gate_families.png
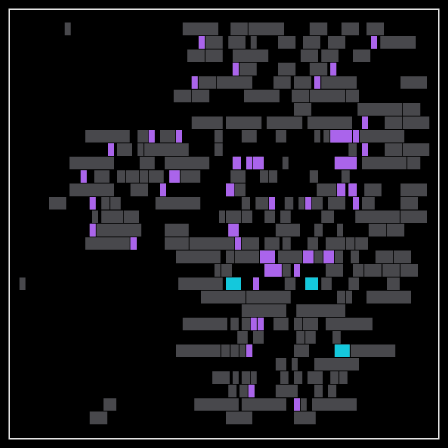
final_clocks.png
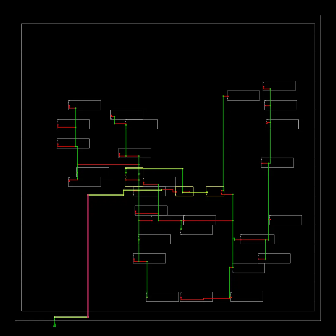
zoom.png
Scale bar: 5 um. Window x 33 to 53, y 51 to 71 um. Cells in gray, sequential cells in the stronger gray; small squares are vias.
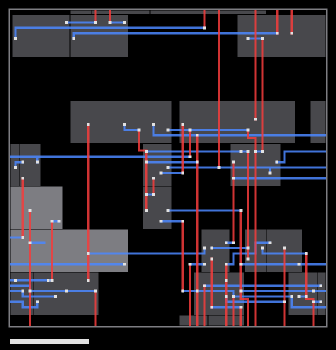
pins.png
Scale bar: 20 um. Pins as bars across the die edge, other pins in gray.
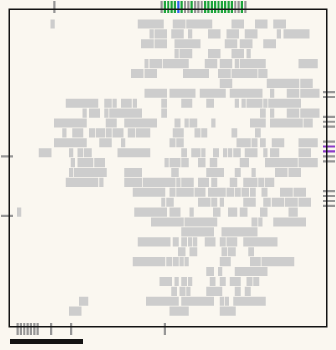
--- src/rtl/hdlc_tx_scheduler.sv ---
// Arbitrates two byte-stream requesters onto one HDLC transmitter: loads the TX
// buffer, enables transmission, polls Tx_Done, and handles abort and oversize frames.
module hdlc_tx_scheduler #(
  parameter int MAX_BYTES = 126,
  parameter int POLL_GAP  = 4
) (
  input  logic        Clk,
  input  logic        Rst,
  input  logic [1:0]  Req_Valid,
  input  logic [15:0] Req_Data,
  input  logic [1:0]  Req_Last,
  input  logic [1:0]  Req_Abort,
  output logic [1:0]  Req_Ready,
  output logic [1:0]  Req_Done,
  output logic [1:0]  Req_Err,
  output logic        Grant,
  output logic        Busy,
  output logic [2:0]  Address,
  output logic        WriteEnable,
  output logic        ReadEnable,
  output logic [7:0]  DataIn,
  input  logic [7:0]  DataOut
);

  localparam logic [2:0] ADDR_TX_SC     = 3'd0;
  localparam logic [2:0] ADDR_TX_BUFF   = 3'd1;
  localparam logic [7:0] TX_ENABLE      = 8'h02;
  localparam logic [7:0] TX_ABORT_FRAME = 8'h04;
  localparam logic [7:0] MAX_CNT        = 8'(MAX_BYTES);
  localparam logic [7:0] GAP_LAST       = 8'(POLL_GAP - 1);

  typedef enum logic [3:0] {
    IDLE, LOAD, START, GAP, POLL, CHECK, ABORT, DRAIN, FINISH
  } state_t;

  state_t      state_r;
  state_t      next_s;
  logic        grant_r;
  logic        lastServed_r;
  logic        oversize_r;
  logic        busy_r;
  logic [7:0]  byteCnt_r;
  logic [7:0]  gapCnt_r;
  logic [1:0]  done_r;
  logic [1:0]  err_r;

  logic        abortG_s;
  logic        validG_s;
  logic        lastG_s;
  logic [7:0]  byteG_s;
  logic [1:0]  grantOneHot_s;
  logic [7:0]  cntNext_s;
  logic [1:0]  ready_s;
  logic        wrEn_s;
  logic        rdEn_s;
  logic [2:0]  addr_s;
  logic [7:0]  din_s;
  logic        accept_s;
  logic        setOversize_s;
  logic        finishOk_s;
  logic        unusedStatus_s;

  assign abortG_s       = Req_Abort[grant_r];
  assign validG_s       = Req_Valid[grant_r];
  assign lastG_s        = Req_Last[grant_r];
  assign byteG_s        = grant_r ? Req_Data[15:8] : Req_Data[7:0];
  assign grantOneHot_s  = grant_r ? 2'b10 : 2'b01;
  assign cntNext_s      = byteCnt_r + 8'd1;
  // Only Tx_Done matters for scheduling; the other status bits are informational.
  assign unusedStatus_s = ^DataOut[7:1];

  // Next-state and same-cycle handshake / HDLC bus decode.
  always_comb begin
    next_s        = state_r;
    ready_s       = 2'b00;
    wrEn_s        = 1'b0;
    rdEn_s        = 1'b0;
    addr_s        = ADDR_TX_SC;
    din_s         = 8'h00;
    accept_s      = 1'b0;
    setOversize_s = 1'b0;
    finishOk_s    = 1'b0;
    case (state_r)
      IDLE: begin
        if (|Req_Valid) next_s = LOAD;
        else            next_s = IDLE;
      end
      LOAD: begin
        if (abortG_s) begin
          next_s = ABORT;
        end else begin
          ready_s  = grantOneHot_s;
          accept_s = validG_s;
          if (validG_s && lastG_s) begin
            wrEn_s = 1'b1;
            addr_s = ADDR_TX_BUFF;
            din_s  = byteG_s;
            next_s = START;
          end else if (validG_s && (cntNext_s == MAX_CNT)) begin
            // The byte that hits the limit without Last is swallowed, not buffered.
            setOversize_s = 1'b1;
            next_s        = ABORT;
          end else if (validG_s) begin
            wrEn_s = 1'b1;
            addr_s = ADDR_TX_BUFF;
            din_s  = byteG_s;
            next_s = LOAD;
          end else begin
            next_s = LOAD;
          end
        end
      end
      START: begin
        if (abortG_s) begin
          next_s = ABORT;
        end else begin
          wrEn_s = 1'b1;
          din_s  = TX_ENABLE;
          next_s = GAP;
        end
      end
      GAP: begin
        if (abortG_s)                   next_s = ABORT;
        else if (gapCnt_r == GAP_LAST)  next_s = POLL;
        else                            next_s = GAP;
      end
      POLL: begin
        if (abortG_s) begin
          next_s = ABORT;
        end else begin
          rdEn_s = 1'b1;
          next_s = CHECK;
        end
      end
      CHECK: begin
        if (abortG_s) begin
          next_s = ABORT;
        end else if (DataOut[0]) begin
          finishOk_s = 1'b1;
          next_s     = FINISH;
        end else begin
          next_s = GAP;
        end
      end
      ABORT: begin
        wrEn_s = 1'b1;
        din_s  = TX_ABORT_FRAME;
        if (oversize_r) next_s = DRAIN;
        else            next_s = FINISH;
      end
      DRAIN: begin
        ready_s  = grantOneHot_s;
        accept_s = validG_s;
        if (validG_s && lastG_s) next_s = FINISH;
        else                     next_s = DRAIN;
      end
      FINISH: begin
        next_s = IDLE;
      end
      default: begin
        next_s = IDLE;
      end
    endcase
  end

  // Scheduler state, arbitration history and registered status outputs.
  always_ff @(posedge Clk or negedge Rst) begin
    if (!Rst) begin
      state_r      <= IDLE;
      grant_r      <= 1'b0;
      lastServed_r <= 1'b1;
      oversize_r   <= 1'b0;
      busy_r       <= 1'b0;
      byteCnt_r    <= 8'd0;
      gapCnt_r     <= 8'd0;
      done_r       <= 2'b00;
      err_r        <= 2'b00;
    end else begin
      state_r  <= next_s;
      busy_r   <= (next_s != IDLE);
      done_r   <= 2'b00;
      err_r    <= 2'b00;
      gapCnt_r <= ((state_r == GAP) && (next_s == GAP)) ? gapCnt_r + 8'd1 : 8'd0;
      if (next_s == FINISH) begin
        if (finishOk_s) done_r <= grantOneHot_s;
        else            err_r  <= grantOneHot_s;
      end
      if (setOversize_s) oversize_r <= 1'b1;
      case (state_r)
        IDLE: begin
          if (|Req_Valid) grant_r <= (&Req_Valid) ? ~lastServed_r : Req_Valid[1];
        end
        LOAD: begin
          if (accept_s) byteCnt_r <= cntNext_s;
        end
        FINISH: begin
          lastServed_r <= grant_r;
          byteCnt_r    <= 8'd0;
          oversize_r   <= 1'b0;
        end
        default: begin
        end
      endcase
    end
  end

  assign Req_Ready   = ready_s;
  assign Req_Done    = done_r;
  assign Req_Err     = err_r;
  assign Grant       = grant_r;
  assign Busy        = busy_r;
  assign Address     = addr_s;
  assign WriteEnable = wrEn_s;
  assign ReadEnable  = rdEn_s;
  assign DataIn      = din_s;

endmodule

--- config.mk ---
export PLATFORM = sky130hd
export DESIGN_NAME = hdlc_tx_scheduler
export DESIGN_NICKNAME = d
export VERILOG_FILES = /design/src/rtl/hdlc_tx_scheduler.sv
export SDC_FILE = /design/constraint.sdc
export NUM_CORES = 1
export LEC_CHECK = 0
export CAP_MARGIN = 40
export CORE_MARGIN = 1.5
export CORE_UTILIZATION = 25
export DETAILED_ROUTE_END_ITERATION = 6
export PLACE_DENSITY = 0.55
export SETUP_SLACK_MARGIN = 0.05
export SKIP_CTS_REPAIR_TIMING = 1
export SLEW_MARGIN = 25
export SYNTH_ARGS = -nofsm -noshare
export SYNTH_HDL_FRONTEND = slang
export SYNTH_SLANG_ARGS = --single-unit
--- constraint.sdc ---
create_clock -name Clk -period 5.3 [get_ports Clk]
set_input_delay 1.325 -clock Clk [delete_from_list [all_inputs] [get_ports Clk]]
set_output_delay 1.325 -clock Clk [all_outputs]
set_load 0.1 [all_outputs]
==> results.cfg <==
; physical design summary
[outcome]
status = finished clean

[critical_path]
r2r_slack_ns = 3.08
cp.arrival_ns = 3.51
end_kind = output pin
cp-start-kind = primary input
critical_path_required_ns = 3.97
cp_cell_sequence = clkdlybuf4s50_1 > mux2_2 > or3_1 > a21o_1 > o2bb2ai_1 > buf_12
slowest_delay_ns = 0.54
ff2ff_path_depth = 5

[timing]
max_freq_mhz = 207
grt_setup_unrepaired = false
setup_viol = 0
fin_skew_ns = 0.0123
final.period_utilization = 0.912
hold_slack_ns = 0.491
relSlewSlack = 0.642
hold_violations = 0
fin_crit_ns = 4.83
drv_slew = 0

[cts]
clock_path_buffers = 2
path_clk_slew_ns = 0.09
cts_made_buffers = 3
clk_latency_ns = 0.28
clockRootBuffer = clkbuf_8
cts_tree = done

[global_routing]
track_usage = 0.119
groute.layer.met2.usage = 0.196
use_met3 = 0.0276
globalRouteMet1Util = 0.159
grt_pass1_vias = 1465
grt_pass1_wl_um = 7120
grt_overflow = 0

[finish]
dominant_cells = logic gates
fill_cells = 691
drive_gt1_frac = 0.162
inverters = 6
seq_share = 0.279
seq_cells = 28
logic_gate_count = 152
seq_area_um2 = 702
fin_util = 0.370
buf_share = 0.250
comb_area_um2 = 985

[synth]
avgSynthCellArea_um2 = 8.96
fa_ha_area_frac = 0.0214
ff_type = dfrtp_1
edf_count = 0
synthDistinctLibCells = 49
area_leaders = dfrtp_1, mux2i_1, nor2_1
yosysWarnings = 0
ys_top_logic_family = simple AND/OR/NAND/NOR gates
netlist_area_um2 = 1760
ys_sh_mux = 0.0756
aoi_share = 0.139
top_cell = nor2_1
yosys-stat-cells = 196

[power]
total_power_mw = 1.20
max-vdd-ir-drop_mv = 0.186
leakage_nw = 1.04
p_per_area_nw_per_um2 = 477

[routing]
first_pass_iters = 4
dr_wl_met3_um = 171
drtAntennaViolNets = 0
routed_wl_um = 4340
vias = 1584
top_layer_used = met4
routedWlPerCell_um = 12.9
drt-met1-wl_um = 2010
vias_per_cell = 4.70

[job]
tool_warnings = 34
cap_violations = 0

[floorplanning]
die_area_um2 = 7530
core_area_um2 = 6790
taps = 96
row_count = 30

[place]
dp_hpwl_um = 3250
post-place-cells = 333

[worst_hold_path]
worstHoldPathCells = 1
-- gate_families.png (at the start) --
AND-OR and OR-AND gates -> cyan  # cells 3
NOR gates -> purple  # cells 42, most used nor2_1
Comb area share: 0.392
Finished Layout Cells: 337
dominant logic cell type in the layout: clkdlybuf4s50_1

-- final_clocks.png (at the start) --
clock sinks: 28
Clk. pwr: 136 uW
Clock buffer cells: 4

-- zoom.png (at the start) --
met2 -> red
met1 -> blue
most frequent = nor2_1 (2), clkdlybuf4s50_1 (2), buf_12 (2)
netlist names of flops here include = `gapCnt_r` (1)
sequential cells in the window = 1
cells with their middle in the window = 17

-- pins.png (at the start) --
`Req_Data` -> green  # pins 16, direction input, edge top
`WriteEnable` -> blue  # pins 1, direction output, edge top
`Req_Abort` -> purple  # pins 2, direction input, edge right
all pins by edge = 27 top, 14 right, 10 bottom, 2 left
Die Ht: 86.8 um
Die X: 86.8 um
port bufs: 43

==> path summary, 6_finish.rpt <==
check	endpoint	from
max	DataIn[1]	Req_Abort[1]
min	gapCnt_r[0]	gapCnt_r[0]
max reg2reg	byteCnt_r[7]	state_r[0]
min reg2reg	gapCnt_r[0]	gapCnt_r[0]
max in group asynchronous	lastServed_r	Rst
min in group asynchronous	byteCnt_r[2]	Rst
==> flip-flops by register name, summed over array words and instances (netlist names) <==
signal,cells
lastServed_r,1
gapCnt_r,8
byteCnt_r,8
Grant,1
Req_Err,2
state_r,4
Busy,1
oversize_r,1
Req_Done,2
==> power breakdown <==
part	total, mW	switching, mW	internal (mW)	leakage (nW)
Sequential	0.332	0.0785	0.254	0.373
Clock	0.136	0.0695	0.0666	0.0288
Combinational	0.730	0.467	0.263	0.641
Total	1.20	0.615	0.584	1.04
==> cells in the final DEF, fill, tap and decap left out, types with 2 or more instances in the layout <==
master | synthesis | layout
a21oi_1 | 9 | 9
a31oi_1 | 5 | 5
and3_1 | 2 | 2
buf_12 | 0 | 10
buf_4 | 3 | 5
buf_8 | 0 | 6
clkbuf_8 | 0 | 4
clkdlybuf4s50_1 | 0 | 30
conb_1 | 1 | 2
dfrtp_1 | 27 | 27
ha_1 | 3 | 3
inv_1 | 6 | 6
mux2_2 | 2 | 2
mux2i_1 | 11 | 11
nand2_1 | 10 | 10
nand3_1 | 13 | 13
nand3b_1 | 2 | 2
nand4_1 | 4 | 4
nor2_1 | 29 | 29
nor2b_1 | 3 | 3
nor3_1 | 4 | 4
nor4_1 | 4 | 2
nor4_2 | 0 | 2
o21ai_0 | 14 | 13
o21ai_1 | 1 | 2
or3_1 | 4 | 4
xnor2_1 | 3 | 3
xor2_1 | 6 | 6
Power figures rest on the tool's default switching activity, not on a simulated workload.
